==> run_1/placement_by_type.png <==
(10 px per um)
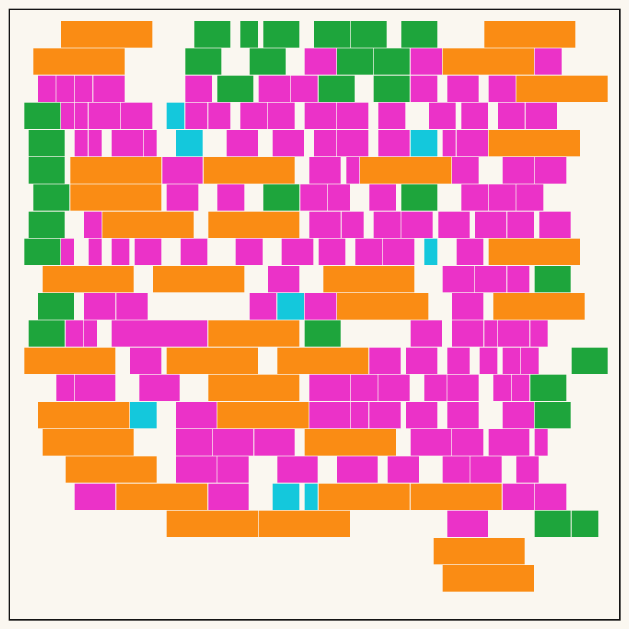
==> run_1/layer_met3.png <==
(8 px per um)
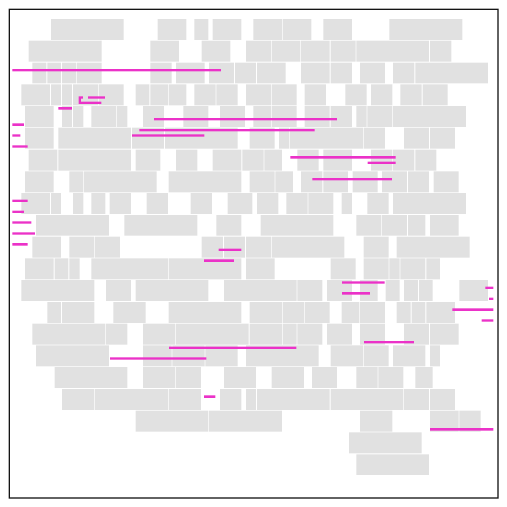
==> run_1/metal_density.png <==
(4 px per um) 12 x 12 tiles, from dark purple (low) to yellow (high), scaled to the fullest tile. Values are wire area over tile area, all layers added.
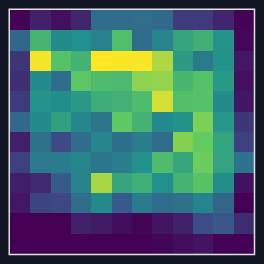
--- src/rtl/fwd_hazard_ctrl_pkg.sv ---
// Shared types for the forwarding / hazard controller: mux select encoding,
// pipeline slot records and the register-index width.
package hazard_pkg;

  localparam int REG_ADDR_W = 5;

  typedef logic [REG_ADDR_W-1:0] reg_addr_t;

  // d3 of the operand mux4 is tied off by the integrator, so 2'b11 is never produced
  typedef enum logic [1:0] {
    FWD_RF  = 2'b00,
    FWD_WB  = 2'b01,
    FWD_MEM = 2'b10
  } fwd_sel_t;

  typedef struct packed {
    logic      valid;
    reg_addr_t rs1;
    reg_addr_t rs2;
    logic      rs1_used;
    logic      rs2_used;
    reg_addr_t rd;
    logic      regwrite;
    logic      memread;
  } ex_slot_t;

  typedef struct packed {
    logic      valid;
    reg_addr_t rd;
    logic      regwrite;
    logic      memread;
  } mem_slot_t;

  typedef struct packed {
    logic      valid;
    reg_addr_t rd;
    logic      regwrite;
  } wb_slot_t;

endpackage

--- src/rtl/fwd_hazard_ctrl_fwd_sel_gen.sv ---
// Combinational forwarding-select generator for one EX-stage operand.
// MEM beats WB; loads sitting in MEM never forward and x0 never forwards.
module fwd_sel_gen
  import hazard_pkg::*;
(
  input  logic      ex_valid,
  input  reg_addr_t src_reg,
  input  logic      src_used,
  input  mem_slot_t mem_slot,
  input  wb_slot_t  wb_slot,
  output fwd_sel_t  sel
);

  logic mem_hit;
  logic wb_hit;

  always_comb begin
    mem_hit = ex_valid & src_used & mem_slot.valid & mem_slot.regwrite &
              !mem_slot.memread & (mem_slot.rd != '0) & (mem_slot.rd == src_reg);
    wb_hit  = ex_valid & src_used & wb_slot.valid & wb_slot.regwrite &
              (wb_slot.rd != '0) & (wb_slot.rd == src_reg);
    sel = FWD_RF;
    if (mem_hit) begin
      sel = FWD_MEM;
    end else if (wb_hit) begin
      sel = FWD_WB;
    end
  end

endmodule

--- src/rtl/fwd_hazard_ctrl.sv ---
// Operand forwarding and load-use hazard controller tracking EX/MEM/WB.
// Optional macro HAZ_PERF_CNT_EN adds a 32-bit stall_cnt performance counter.
module fwd_hazard_ctrl #(
  parameter int REG_ADDR_W = hazard_pkg::REG_ADDR_W,
  parameter int NUM_REGS   = 32
) (
  input  logic                  clk,
  input  logic                  rst_n,
  input  logic                  freeze,
  input  logic                  id_valid,
  input  logic [REG_ADDR_W-1:0] id_rs1,
  input  logic [REG_ADDR_W-1:0] id_rs2,
  input  logic                  id_rs1_used,
  input  logic                  id_rs2_used,
  input  logic [REG_ADDR_W-1:0] id_rd,
  input  logic                  id_regwrite,
  input  logic                  id_memread,
  input  logic                  ex_flush,
  output logic                  stall,
  output logic                  bubble,
  output logic [1:0]            fwd_a_sel,
  output logic [1:0]            fwd_b_sel
`ifdef HAZ_PERF_CNT_EN
  ,
  output logic [31:0]           stall_cnt
`endif
);

  import hazard_pkg::*;

  // Slot records are sized by the package, so the parameters must agree with it
  if (REG_ADDR_W != hazard_pkg::REG_ADDR_W || NUM_REGS != (1 << REG_ADDR_W)) begin : g_bad_cfg
    $error("fwd_hazard_ctrl: REG_ADDR_W/NUM_REGS disagree with hazard_pkg");
  end

  ex_slot_t  ex_q;
  mem_slot_t mem_q;
  wb_slot_t  wb_q;

  logic     hz;
  fwd_sel_t sel_a;
  fwd_sel_t sel_b;

  // A load in EX whose rd is needed by ID cannot be forwarded in time
  always_comb begin
    hz = id_valid & ex_q.valid & ex_q.memread & (ex_q.rd != '0) &
         ((id_rs1_used & (id_rs1 == ex_q.rd)) | (id_rs2_used & (id_rs2 == ex_q.rd)));
    stall  = hz & !ex_flush & !freeze;
    bubble = (hz | ex_flush) & !freeze;
  end

  always_ff @(posedge clk or negedge rst_n) begin
    if (!rst_n) begin
      ex_q  <= '0;
      mem_q <= '0;
      wb_q  <= '0;
    end else if (!freeze) begin
      wb_q.valid     <= mem_q.valid;
      wb_q.rd        <= mem_q.rd;
      wb_q.regwrite  <= mem_q.regwrite;
      mem_q.valid    <= ex_q.valid;
      mem_q.rd       <= ex_q.rd;
      mem_q.regwrite <= ex_q.regwrite;
      mem_q.memread  <= ex_q.memread;
      if (bubble) begin
        ex_q <= '0;
      end else begin
        ex_q.valid    <= id_valid;
        ex_q.rs1      <= id_rs1;
        ex_q.rs2      <= id_rs2;
        ex_q.rs1_used <= id_rs1_used;
        ex_q.rs2_used <= id_rs2_used;
        ex_q.rd       <= id_rd;
        ex_q.regwrite <= id_regwrite;
        ex_q.memread  <= id_memread;
      end
    end
  end

  fwd_sel_gen u_fwd_a (
    .ex_valid (ex_q.valid),
    .src_reg  (ex_q.rs1),
    .src_used (ex_q.rs1_used),
    .mem_slot (mem_q),
    .wb_slot  (wb_q),
    .sel      (sel_a)
  );

  fwd_sel_gen u_fwd_b (
    .ex_valid (ex_q.valid),
    .src_reg  (ex_q.rs2),
    .src_used (ex_q.rs2_used),
    .mem_slot (mem_q),
    .wb_slot  (wb_q),
    .sel      (sel_b)
  );

  assign fwd_a_sel = sel_a;
  assign fwd_b_sel = sel_b;

`ifdef HAZ_PERF_CNT_EN
  // stall is already masked by freeze, so the counter naturally holds then
  always_ff @(posedge clk or negedge rst_n) begin
    if (!rst_n) begin
      stall_cnt <= '0;
    end else if (stall) begin
      stall_cnt <= stall_cnt + 32'd1;
    end
  end
`endif

endmodule

--- config.mk ---
export PLATFORM = sky130hd
export DESIGN_NAME = fwd_hazard_ctrl
export DESIGN_NICKNAME = d
export VERILOG_FILES = /design/src/rtl/fwd_hazard_ctrl_pkg.sv /design/src/rtl/fwd_hazard_ctrl_fwd_sel_gen.sv /design/src/rtl/fwd_hazard_ctrl.sv
export SDC_FILE = /design/constraint.sdc
export NUM_CORES = 1
export LEC_CHECK = 0
export ABC_AREA = 0
export CORE_UTILIZATION = 58
export CTS_CLUSTER_SIZE = 40
export DETAILED_ROUTE_END_ITERATION = 12
export PLACE_DENSITY = 0.86
export SYNTH_ARGS = -nofsm -noshare
export SYNTH_HDL_FRONTEND = slang
export SYNTH_SLANG_ARGS = --single-unit
--- constraint.sdc ---
create_clock -name clk -period 4.7 [get_ports clk]
set_input_delay 0.47 -clock clk [delete_from_list [all_inputs] [get_ports clk]]
set_output_delay 0.47 -clock clk [all_outputs]
set_load 0.01 [all_outputs]
==> run summary, run 1 <==
This memo summarizes the results of the implementation run.

Status
The flow ran to the end, and the final reports show no timing, DRC or antenna violations.

Clock network
The report puts the hold buffer count at CTS at 0. Buffers inserted during clock tree synthesis total 5. The clock sink count is 35. Gates resized during post-CTS repair numbered 0. The clock insertion delay at the later pin of the skew report is 0.34 ns. The buffer levels on the longest clock path is 2. TritonCTS built the clock tree. The clock root buffer is sky130_fd_sc_hd__clkbuf_4.

Power and ir drop
The leakage power is 0.000960 uW. The flow reports power dissipated in combinational cells as 191 uW. The power share of the combinational group is 25.3%.

The clock group power is 154 uW. The power share of the clock group is 20.4%. The highest supply drop recorded on VDD is 219 uV. The power per standard cell area is 323 nW/um^2. The internal power contribution is 515 uW. Ranked by power, first place goes to registers. Sequential cells account for 54.4% of the total power. The switching power share of the total is 31.8%.

The sequential group power is 411 uW. The switching power total is 240 uW.

Synthesis
The synthesis report gives the async set-or-reset register share as 100%. The mapped netlist covers 2010 um^2. Per the synthesis report, the single largest cell type by area occupies 43.5% of cell area.

By count the netlist is led by sky130_fd_sc_hd__dfrtp_1 (35), sky130_fd_sc_hd__xnor2_1 (22), sky130_fd_sc_hd__mux2_2 (15). The synthesis run identifies the leading combinational cell family as AND-OR/OR-AND gates. The yosys-reported design area after synthesis is 2010 um^2. The average instance in the mapped netlist occupies 11.0 um^2. Summed over all instances, the cell type with the most area after synthesis is sky130_fd_sc_hd__dfrtp_1.

The share of synthesized cell area in full adder, half adder and majority cells is 0%. The count of library flops with an enable pin is 0. After Yosys synthesis, AND-OR and OR-AND compound gates account for 18.4% of the synthesized area.

The cell total in the yosys stat output is 183. The cell-mix breakdown from Yosys lists the XOR/XNOR area share as 13.1%. The sequential cell area fraction in the yosys report is 43.5%.

The fraction of the mapped netlist area in simple logic gates is 12.9%. At floorplan, the net count of the design was reported as 207. The count of different cell masters after synthesis is 28.

Timing
The slew at the pin closest to its max-slew limit is 0.934 ns. Per the timing report, the achievable frequency comes out to 326 MHz. The final hold slack is 0.515 ns. The final timing report counts setup violations totalling 0.

The post-route worst setup slack is 1.63 ns. Setup repair after global routing left no endpoint under its margin. The clock skew is 0.0117 ns. Setup total negative slack on the finished layout was measured at 0 ns. The final cycle utilization of the critical path is 65.3%.

The number of hold violations in the final report is 0. The clock period could shrink to 3.07 ns.

Global route
The number of global-route vias before repair is 1416. The global-route usage over all layers is 27.1%. After global routing the overflow that remains totals 0.

The number of antenna violations at the first check in global routing is 0. The first-pass GRT wire length is 7070 um.

Critical path
The critical path class is input pin to output port. The worst endpoint required time is 4.23 ns. The cell that appears most often on the critical path is sky130_fd_sc_hd__clkdlybuf4s50_1. The slowest stage cell on the critical path is sky130_fd_sc_hd__clkdlybuf4s50_1.

The worst setup path is captured at an output port. Looking at the critical path, the highest net fanout was 15. At the worst endpoint, the arrival time is 2.60 ns. Per STA, the worst path is made up of clkdlybuf4s50_1, xnor2_1, nand4_1, o22a_1, nor4_1, clkdlybuf4s50_1. In this design, the stage delay of the slowest critical-path cell is 0.59 ns.

Route
The met3 layer wire length in the routed design is 186 um. Per the detail_route report, vias per standard cell equal 6.18. The total length of routed met2 wires is 2380 um. Once detail routing completed, the nets flagged for antenna violations numbered 0. The detailed router placed 1563 vias in this run.

After detailed routing, the average wire length per cell comes to 17.9 um. The top routing layer in use is met4. After the first detailed-routing iteration, the DRC count stood at 114.

Placement
The final weighted congestion of routability-driven global placement is 0.899. The detailed placement HPWL is 3350 um. During placement, the flow inserted port buffers numbering 29. The setup slack after placement is 1.66 ns.

Final layout
The number of antenna diodes is 0. From synthesis to final layout, the design area changed by 16.1%. By instance count after routing, the leading logic cell types are sky130_fd_sc_hd__dfrtp_1 (35), sky130_fd_sc_hd__clkdlybuf4s50_1 (28), sky130_fd_sc_hd__xnor2_1 (22). Once layout is complete, the utilization of the core stands at 70.0%.

In the final layout, the share of cells above drive strength 1 is 12.1%.

Floorplan
After floorplanning, the core was sized to cover 3340 um^2. According to the floorplan report, the die height is 60.9 um. The area enclosed by the die boundary is 3710 um^2.

Once the floorplan was initialized, standard cells occupied 60.3% of the core.

Job
The number of max-cap violations is 0. The number of warning messages in the logs is 26.
Notes on placement_by_type.png above:
cyan -> clock drivers and dummy loads  # cells 8, share of their area 2.2%
green -> remaining buffers and delay cells  # cells 30, share of their area 13%
orange -> sequential cells  # cells 35, share of their area 38%
magenta -> combinational and other logic  # cells 134, share of their area 47%

Notes on layer_met3.png above:
wire length on this layer = 187 um
main direction = horizontal
longest straight run = 25.8 um
share of all routed wire = 4.1%
nets with wire on the layer = 25

Notes on metal_density.png above:
tiles over half the peak = 34%
mean over tiles = 0.19
densest ninth of the die = top middle
nearly empty tiles = 13%

[run 1: worst max-delay path: cells and delay by family]
family          cells  cell delay [ns]
buf+inv             2             1.11
simple gates        2             0.46
compound gates      1             0.42
xor+xnor            1             0.14
[run 1: per-layer routing]
| metal | GRT usage [%] | vias up |
|---|---|---|
| met5 | 0 | - |
| met4 | 11.0 | 0 |
| met3 | 6.18 | 6 |
| met2 | 42.9 | 45 |
| met1 | 36.1 | 784 |
| li1 | - | 728 |
[run 1: through the flow]
stage | area (um^2) | instances | total power [uW]
after global placement | 2290 | 245 | 589
after floorplan | 2010 | 183 | 536
final | 2340 | 253 | 755
after global routing | 2340 | 253 | 796
after detailed placement | 2290 | 245 | 606
after CTS | 2340 | 253 | 759
[run 1: path summary, 6_finish.rpt]
check                          start  endpoint  slack [ns]  cells after the start
min in group asynchronous      rst_n  ex_q[10]        0.53                      2
max                        id_rs2[1]     stall        1.63                      6
max reg2reg                  ex_q[4]   ex_q[2]        2.71                      4
max in group asynchronous      rst_n  ex_q[17]        3.85                      2
min                         mem_q[0]  mem_q[0]        0.52                      1
min reg2reg                 mem_q[0]  mem_q[0]        0.52                      1
[run 1: kinds of logic after synthesis]
kind of cell,count (synthesis)
xor gates and xnor gates,30
AOI/OAI and AO/OA,46
muxes,15
and+or+nand+nor,43
DFF,35
buffers and inverters,14
[run 1: registers in the layout, indices dropped and copies added, names as in the netlist]
| register | cells |
|---|---|
| ex_q | 20 |
| wb_q | 7 |
| mem_q | 8 |
[run 1: area by class of cell]
class                   count  area [um^2]  area share, %
repair buffers             30          293           12.5
well taps                  46         57.6           2.46
flip-flops and latches     35          876           37.5
clock inverters             1         5.00          0.214
multi-input cells         134         1060           45.4
clock buffers               7         45.0           1.93
==> run 1 -> run 2 <==
- CORE_UTILIZATION: 58 -> 54
- PLACE_DENSITY: 0.86 -> 0.81
- clock period: 4.7 -> 3 ns (I/O delays scaled with it)
==> run_2/placement_by_type.png <==
(10 px per um)
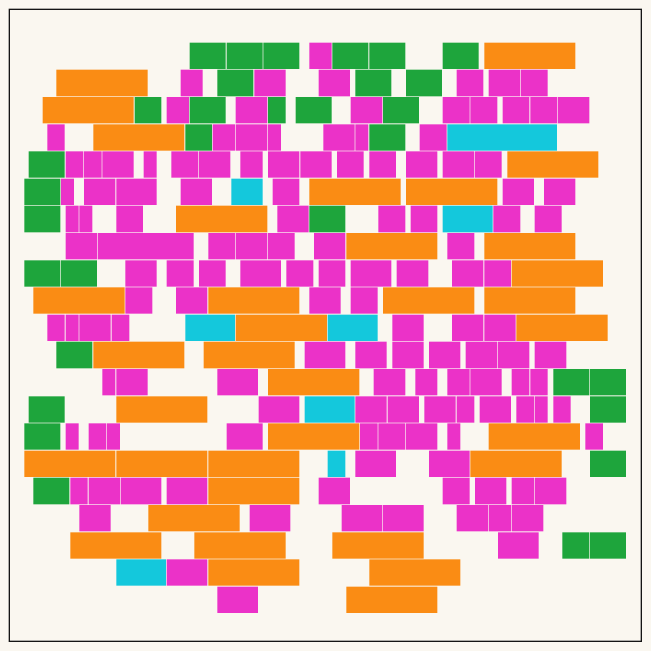
orange -> sequential cells  # cells 35, share of their area 37%
magenta -> combinational and other logic  # cells 134, share of their area 45%
green -> remaining buffers and delay cells  # cells 32, share of their area 13%
cyan -> clock drivers and dummy loads  # cells 8, share of their area 4.8%

==> run 2 against run 1 <==
  * Sequential power is 57% higher
  * Wire length increased by 0.73%
  * Synthesized cell count did not move
  * Synthesized area unchanged
  * Clock power rose to 2.8 times the previous value
  * Highest routed layer unchanged
  * Total power is 81% higher
  * Largest cell class unchanged
  * Combinational power is 56% higher
==> run summary, run 2 <==
This memo summarizes the results of the implementation run.

Timing
The slew at the pin closest to its max-slew limit is 0.947 ns. The achievable clock frequency is 378 MHz. For this run, the final setup violation count is recorded as 0. Hold-check failures listed in the final report amount to 0. Checking max transition, the worst relative margin is 36.9%. The final timing report lists a max-slew violation count of 0.

Setup total negative slack on the finished layout was measured at 0 ns. Setup repair after global routing left no endpoint under its margin. The final timing report derives a shortest allowable period of 2.64 ns.

After layout, the worst path uses 88.2% of the clock period. Between clock sinks in the finished design, the worst skew comes to 0.00658 ns.

Job
The number of max-cap violations is 0. The number of warning messages in the logs is 26.

Final layout
The synthesis-to-layout area growth is 20.0%. The register with the most flip-flops in the layout has 20 of them. The area of all placed cells without fillers is 2410 um^2. The post-layout net count is 232. The layout has 269 filler cells. The register ranked first by flip-flop count is ex_q. By instance count after routing, the leading logic cell types are sky130_fd_sc_hd__dfrtp_1 (35), sky130_fd_sc_hd__clkdlybuf4s50_1 (28), sky130_fd_sc_hd__xnor2_1 (22). 0 antenna diodes ended up in the layout. Per the cell usage report, the commonest logic cell in the layout is sky130_fd_sc_hd__dfrtp_1. In the final layout, the registers with the most flip-flops are ex_q (20), mem_q (8), wb_q (7). The share of cells above drive strength 1 is 13.9%.

Placement
Buffers placed on the I/O ports in this run total 29. At the end of routability-driven placement, the weighted congestion stood at 0.928. In the placement report, post-DP HPWL is listed as 3360 um. The cell area after placement is 2300 um^2.

Power and ir drop
The internal power contribution is 966 uW. Per the summary, power density relative to cell area is 567 nW/um^2. The analysis reports a worst IR drop on VDD of 342 uV. Per report_power, the sequential group accounts for 47.1% of the total.

The leakage power is 0.000998 uW. Combinational logic burns 21.8% of the power. The switching power share of the total is 29.4%. The net switching power in the latest report is 403 uW. The clock network is responsible for 31.1% of the overall power.

Route
The routed design has 4570 um of wire. The iteration-0 DRC count of the detailed router is 72. The number of vias in the routed layout is 1564. TritonRoute output was used to compute an average wire per cell of 17.9 um. Once detail routing completed, the nets flagged for antenna violations numbered 0. The DRC violation total left in the routed layout is recorded as 0. The count of TritonRoute iterations in the first routing pass is 4. Per the detail_route report, vias per standard cell equal 6.13.

Synthesis
The share of synthesized cell area in full adder, half adder and majority cells is 0%. The biggest area contributor in the post-synthesis netlist is sky130_fd_sc_hd__dfrtp_1. The total standard cell area after synthesis is 2010 um^2. The count of library flops with an enable pin is 0. Sorting the synthesis cell report by count puts at the top sky130_fd_sc_hd__dfrtp_1. The main logic family after synthesis is AND-OR/OR-AND gates. The total nets after synthesis is 207. Yosys stat counts 183 cells in the synthesized netlist. The top cell type by area accounts for 43.5% of the synthesized area. The count of warnings emitted by yosys is 0. The count of different cell masters after synthesis is 28.

For reference, the top cells by count after synthesis are sky130_fd_sc_hd__dfrtp_1 (35), sky130_fd_sc_hd__xnor2_1 (22), sky130_fd_sc_hd__mux2_2 (15). The register bit total from synthesis is 35. For reference, compound AND-OR and OR-AND cells occupy 18.4% of the area reported after synthesis.

Of the synthesized area, sequential elements account for 43.5%. For reference, the top cells by area after synthesis are sky130_fd_sc_hd__dfrtp_1 (44%), sky130_fd_sc_hd__xnor2_1 (9.6%), sky130_fd_sc_hd__mux2_2 (8.4%), sky130_fd_sc_hd__a22o_1 (5.7%), sky130_fd_sc_hd__a21o_1 (4.8%). The number of standard cells after synthesis is 183. For this run, the leading register cell type out of synthesis is sky130_fd_sc_hd__dfrtp_1.

The yosys-reported design area after synthesis is 2010 um^2. The multiplexer share of the synthesized area is 8.39%. The fraction of the mapped netlist area in simple logic gates is 12.9%. Per the synthesis report, the XOR/XNOR share of the synthesized area is 13.1%. Of all flip-flops after synthesis, the portion carrying an async set or reset was 100%. Per the post-synthesis stats, the area per cell is 11.0 um^2.

Floorplan
The die covers 3980 um^2. The floorplan step set the die height to 63.1 um. 30 I/O pins were placed. The core region is 3440 um^2.

The number of rows in the core area is 21. The die is 63.1 um wide. The share of the core area taken by cells at floorplan is 58.5%.

Critical path
The number of cells traversed by the worst register-to-register path is 5. The slack of the worst reg-to-reg path is 1.12 ns. The depth of the critical timing path with buffers and inverters included is 5. In the setup report, the worst path falls into the class flop to output port. In this design, the critical path's most frequently occurring cell is sky130_fd_sc_hd__nor3_1.

The slowest stage cell on the critical path is sky130_fd_sc_hd__clkdlybuf4s50_1. The delay of the slowest cell on the worst path is 0.56 ns. The endpoint of the worst register-to-register path is ex_q[0]. The kind of cell adding the most delay to the critical path is simple AND/OR/NAND/NOR gates. The number of buffer and inverter stages on the critical path is 1. At the worst endpoint, the arrival time is 2.34 ns. The worst endpoint required time is 2.70 ns. The launching element type of the critical path is a flop. The kind of end point of the critical path is an output port.

The largest driver fanout on the critical path is 5. The worst register-to-register path begins at ex_q[3]. The cell sequence reported for the critical path is or4_1, o21ai_1, nor3_1, nor3_1, clkdlybuf4s50_1.

Global route
The global-route track usage on met3 is 6.52%. The global-route usage over all layers is 26.3%. In this run the most used layer during global routing was met2. The global routing report lists met2 layer usage as 42.3%.

Entering global routing, the biggest net connects 53 pins. The first global-routing pass estimated 7910 um of wire. The total grt overflow is 0.

On met1, the global router reports a usage of 33.1%. The number of global-route vias before repair came to 1605. The number of antenna violations at the first check in global routing came to 0.

Worst hold path
The worst hold path belongs to the class input pin to asynchronous set/reset pin.

Status
The run finished with clean final reports.

Clock network
The clock root buffer is sky130_fd_sc_hd__clkbuf_8. The clock sink count is 35. Looking at the clock tree report, the H-tree level count equals 2.

The hold buffer count at CTS is 0. Per the post-CTS timing run, clock transition at the registers of the reported paths is 0.07 ns. The buffer levels on the longest clock path is 2.

TritonCTS built the clock tree. The clock insertion delay at the later pin of the skew report is 0.29 ns. Buffers inserted during clock tree synthesis total 5. Gates resized during post-CTS repair numbered 0. The number of setup buffers added after CTS is 0.
-- run 2: power by group through the flow --
stage,Sequential [uW],Combinational [uW],Clock [uW]
after global routing,656,330,453
after CTS,645,298,433
after floorplan,619,221,0
after global placement,647,281,0
final,645,298,426
after detailed placement,655,296,0
-- run 2: metrics by stage --
| stage | utilization (%) | std cells | hold slack [ns] | setup slack, ns | power [uW] |
|---|---|---|---|---|---|
| final | 70.2 | 255 | 0.416 | 0.355 | 1370 |
| after global routing | 70.2 | 255 | 0.453 | 0.271 | 1440 |
| after CTS | 70.2 | 255 | 0.437 | 0.371 | 1380 |
| after detailed placement | 66.9 | 247 | 0.498 | 0.530 | 952 |
| after global placement | 66.9 | 247 | 0.487 | 0.582 | 928 |
| after floorplan | - | 183 | 0.00441 | 1.23 | 840 |
-- run 2: worst max path at each step --
stage	startpoint	to	slack [ns]
final	mem_q[2]	fwd_b_sel[0]	0.36
after global routing	mem_q[2]	fwd_b_sel[0]	0.27
after CTS	mem_q[2]	fwd_b_sel[0]	0.37
after detailed placement	id_rs2[4]	bubble	0.53
after global placement	id_rs1[0]	stall	0.58
after floorplan	mem_q[2]	fwd_b_sel[0]	1.23
-- run 2: routing by layer --
metal  vias up  part of all wire (%)
li1        733                     -
met2        38                    51
met3        12                   2.5
met1       781                    44
met5         -                     0
met4         0                   2.3
-- run 2: final cells by class --
| type | instances | area [um^2] | share of cell area (%) |
|---|---|---|---|
| multi-input cells | 134 | 1060 | 43.9 |
| flip-flops and latches | 35 | 876 | 36.3 |
| repair buffers | 32 | 308 | 12.7 |
| clock buffers | 5 | 68.8 | 2.85 |
| well taps | 46 | 57.6 | 2.38 |
| clock inverters | 3 | 43.8 | 1.81 |
==> run 2 -> run 3 <==
- CTS_CLUSTER_DIAMETER: default -> 30
==> run_3/metal_density.png <==
(4 px per um) 13 x 13 tiles, from dark purple (low) to yellow (high), scaled to the fullest tile. Values are wire area over tile area, all layers added.
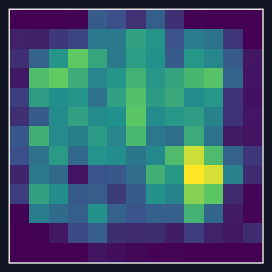
tiles over half the peak = 27%
emptiest ninth of the die = bottom left
nearly empty tiles = 14%
densest ninth of the die = middle
fullest tile = 0.54
mean over tiles = 0.18

==> run 3 against run 2 <==
  * Sequential cell count unchanged
  * Utilization unchanged
  * Synthesized area is the same
  * Final area stayed put
  * Clock power barely moved
  * Combinational power barely moved
  * Non-clock buffer count unchanged
  * Clock-buffer cell count unchanged
  * Via count is the same
  * Sequential power barely moved
  * Sequential share of layout area unchanged
  * Largest cell class unchanged
==> run summary, run 3 <==
This memo summarizes the results of the implementation run.

Clock network
As reported, the later end of the worst-skew pair has a clock insertion delay of 0.29 ns. TritonCTS built the clock tree. The quantity of gates resized following cts is 0. The clock root buffer is sky130_fd_sc_hd__clkbuf_8. After clock tree synthesis, the setup repair step added 0 buffers.

After clock tree synthesis, the flow added hold-fix buffers numbering 0. In this run the number of H-tree levels came out at 2. The buffer levels on the longest clock path is 2.

Clock tree synthesis found a total of 35 sinks. CTS added clock buffers totalling 5. The clock input transition at the sequential cells of the worst setup and hold paths is 0.07 ns.

Synthesis
The cell with the most instances after synthesis is sky130_fd_sc_hd__dfrtp_1. The number of standard cells after synthesis is 183. Per Yosys stat, the portion of area used by sequential elements is 43.5%. By area the synthesized netlist is led by sky130_fd_sc_hd__dfrtp_1 (44%), sky130_fd_sc_hd__xnor2_1 (9.6%), sky130_fd_sc_hd__mux2_2 (8.4%), sky130_fd_sc_hd__a22o_1 (5.7%), sky130_fd_sc_hd__a21o_1 (4.8%). The main flop type after synthesis is sky130_fd_sc_hd__dfrtp_1. The synthesized design contains 0 enable-type register cells. A synthesized cell averages 11.0 um^2. The fraction of synthesized cell area taken by the top area cell type is 43.5%. The synthesis log from Yosys contains 0 warnings. The cell taking the most area after synthesis is sky130_fd_sc_hd__dfrtp_1. Synthesis produced a netlist with a net count of 207.

The register bit total from synthesis is 35. The share of synthesized registers carrying an async set or reset is 100%. The yosys-reported design area after synthesis is 2010 um^2.

The count of different cell masters after synthesis is 28. By count the netlist is led by sky130_fd_sc_hd__dfrtp_1 (35), sky130_fd_sc_hd__xnor2_1 (22), sky130_fd_sc_hd__mux2_2 (15). After synthesis, the design contains 183 cells according to Yosys. The total standard cell area after synthesis is 2010 um^2.

Timing
The final cycle utilization of the critical path is 88.2%. Setup repair after global routing left no endpoint under its margin. The number of setup violations in the final report is 0.

Setup total negative slack on the finished layout was measured at 0 ns. In the final run the clock tree shows a worst skew of 0.00658 ns. Measured against its own limit, the worst slew margin works out to 36.9%. The achievable clock frequency is 378 MHz.

The number of pins with negative max-slew slack in the final report is 0. Hold timing on the final database bottoms out at a slack of 0.416 ns. The slew at the pin closest to its max-slew limit is 0.947 ns. Endpoints failing hold in the final report were tallied at 0. The clock period minus worst slack is 2.64 ns.

Power and ir drop
The switching power share of the total is 29.4%. The power per standard cell area is 567 nW/um^2. The share of power burned in registers is 47.1%. The power share of the combinational group is 21.8%. The power in combinational cells is 298 uW.

The leakage power is 0.000998 uW. The clock group power is 426 uW. The worst VDD IR drop from the latest analysis is 342 uV.

The group drawing the most power is registers. The power share of the clock group is 31.1%. The switching power total is 403 uW. Cell internal power was estimated by the tool at 966 uW. The sequential group power is 645 uW.

Global route
Entering global routing, the biggest net connects 53 pins. The number of global-route vias before repair is 1605. The global-route usage over all layers is 26.3%. The first global-routing pass estimated 7910 um of wire. Per the GRT congestion report, total overflow comes to 0. The number of antenna violations at the first check in global routing came to 0.

Final layout
The most frequent logic cell in the layout is sky130_fd_sc_hd__dfrtp_1. Leaving out buffers and inverters, the combinational logic in the layout accounts for 1060 um^2. The area occupied by registers is 876 um^2. The data-path buffer share of cell area in the final layout is 12.7%. The combinational gate count is 134. The total of fill cells in the finished design is 269.

The final core area utilization is 70.2%. The register ranked first by flip-flop count is ex_q. In the final layout, the registers with the most flip-flops are ex_q (20), mem_q (8), wb_q (7). The cell group occupying the most layout area is combinational gates.

Measured on the final layout, the clock distribution area share stands at 4.66%. The share of cells above drive strength 1 is 13.9%. By instance count after routing, the leading logic cell types are sky130_fd_sc_hd__dfrtp_1 (35), sky130_fd_sc_hd__clkdlybuf4s50_1 (28), sky130_fd_sc_hd__xnor2_1 (22). The number of non-clock buffers is 32. Leaving out the clock tree, the finished layout contains an inverter count of 0.

The register with the most flip-flops in the layout has 20 of them. The area growth from synthesis to layout is 20.0%. The post-layout net count is 232. The layout has 5 clock buffers. The share of cell area taken by multi-input logic gates is 43.9%. For this run, the script counts the antenna cells in the layout as 0. The proportion of cell area occupied by registers is 36.3%.

Sequential cells placed in the final layout were counted as 35.

Critical path
Per the timing report, the most critical flop-to-flop path finishes at ex_q[0]. The worst path arrival time is 2.34 ns. STA classifies the critical path endpoint as an output port.

The launching element type of the critical path is a flop. The worst endpoint required time is 2.70 ns. The largest driver fanout on the critical path is 5. For flop-to-flop paths, the worst setup slack is 1.12 ns. The critical path class is flop to output port. The number of cells traversed by the worst register-to-register path is 5.

STA lists the startpoint of the worst register-to-register path as ex_q[3].

Route
The count of unresolved DRC violations after routing is 0. The final route contains 1564 vias. The aggregate routed wire length is 4570 um. The count of TritonRoute iterations in the first routing pass is 4. The via density per instance is 6.13. The post-detailed-route wirelength per cell is 17.9 um. The post-detailed-route count of antenna-violating nets is 0. The iteration-0 DRC count of the detailed router is 72.

Floorplan
For reference, the placement row count at floorplan is 21. 30 I/O pins were placed. The horizontal extent of the die is 63.1 um. The floorplan die height is 63.1 um.

The region available for standard cell placement spans 3440 um^2. The number of tap cells added at floorplan is 46. The initial utilization of the core area, before any placement, comes to 58.5%.

The area enclosed by the die boundary is 3980 um^2.

Job
In this run the tools logged warnings totalling 26. The number of max-cap violations is 0.

Worst hold path
The tightest min-delay check is of the input pin to asynchronous set/reset pin type.

Placement
The final weighted congestion recorded by global placement is 0.928. The detailed placement HPWL is 3360 um. The count of buffers added on input and output ports is 29.

Status
The run finished with clean final reports.
-- run 3: critical path: stages (launching register included) --
cell and delay (ns):
sky130_fd_sc_hd__dfrtp_1 0.46, sky130_fd_sc_hd__or4_1 0.55, sky130_fd_sc_hd__o21ai_1 0.21, sky130_fd_sc_hd__nor3_1 0.10, sky130_fd_sc_hd__nor3_1 0.19, sky130_fd_sc_hd__clkdlybuf4s50_1 0.56
-- run 3: through the flow --
stage          std cells  setup slack, ns  instance area (um^2)  power [uW]
2_1_floorplan        183             1.23                  2010         840
3_3_place_gp         247            0.582                  2300         928
3_5_place_dp         247            0.530                  2300         952
4_1_cts              255            0.371                  2410        1380
5_1_grt              255            0.271                  2410        1440
6_report             255            0.355                  2410        1370
-- run 3: routing by layer --
layer  global-route usage, %  share of wire [%]  vias to the layer above
li1                        -                  -                      733
met1                    33.1                 44                      781
met2                    42.3                 51                       38
met3                    6.52                2.5                       12
met4                    11.9                2.3                        0
met5                       0                  0                        -
-- run 3: worst max-delay path by stage --
| stage | start | endpoint | slack [ns] |
|---|---|---|---|
| 2_1_floorplan | mem_q[2] | fwd_b_sel[0] | 1.23 |
| 3_3_place_gp | id_rs1[0] | stall | 0.58 |
| 3_5_place_dp | id_rs2[4] | bubble | 0.53 |
| 4_1_cts | mem_q[2] | fwd_b_sel[0] | 0.37 |
| 5_1_grt | mem_q[2] | fwd_b_sel[0] | 0.27 |
| 6_report | mem_q[2] | fwd_b_sel[0] | 0.36 |
-- run 3: kinds of logic (layout without fill, tap and decap cells) --
family	count (synthesis)	in the layout	share of synthesized area, %
AOI/OAI and AO/OA	46	46	18.4
and+or+nand+nor	43	43	12.9
DFF	35	35	43.5
xor gates and xnor gates	30	30	13.1
muxes	15	15	8.39
buffers and inverters	14	40	3.79

==> notes/layouts.md <==
Pictures saved along the way, in no particular order.

Ports around the boundary.
(6 px per um) Pins as bars across the die edge, other pins in grey.
(a)
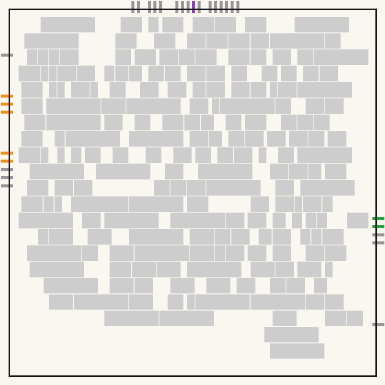
(b)
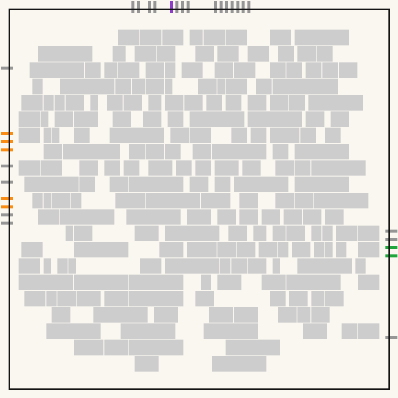
(a) comes from run 1.
(b) comes from run 2.

Power is estimated from default activity; no workload was simulated.
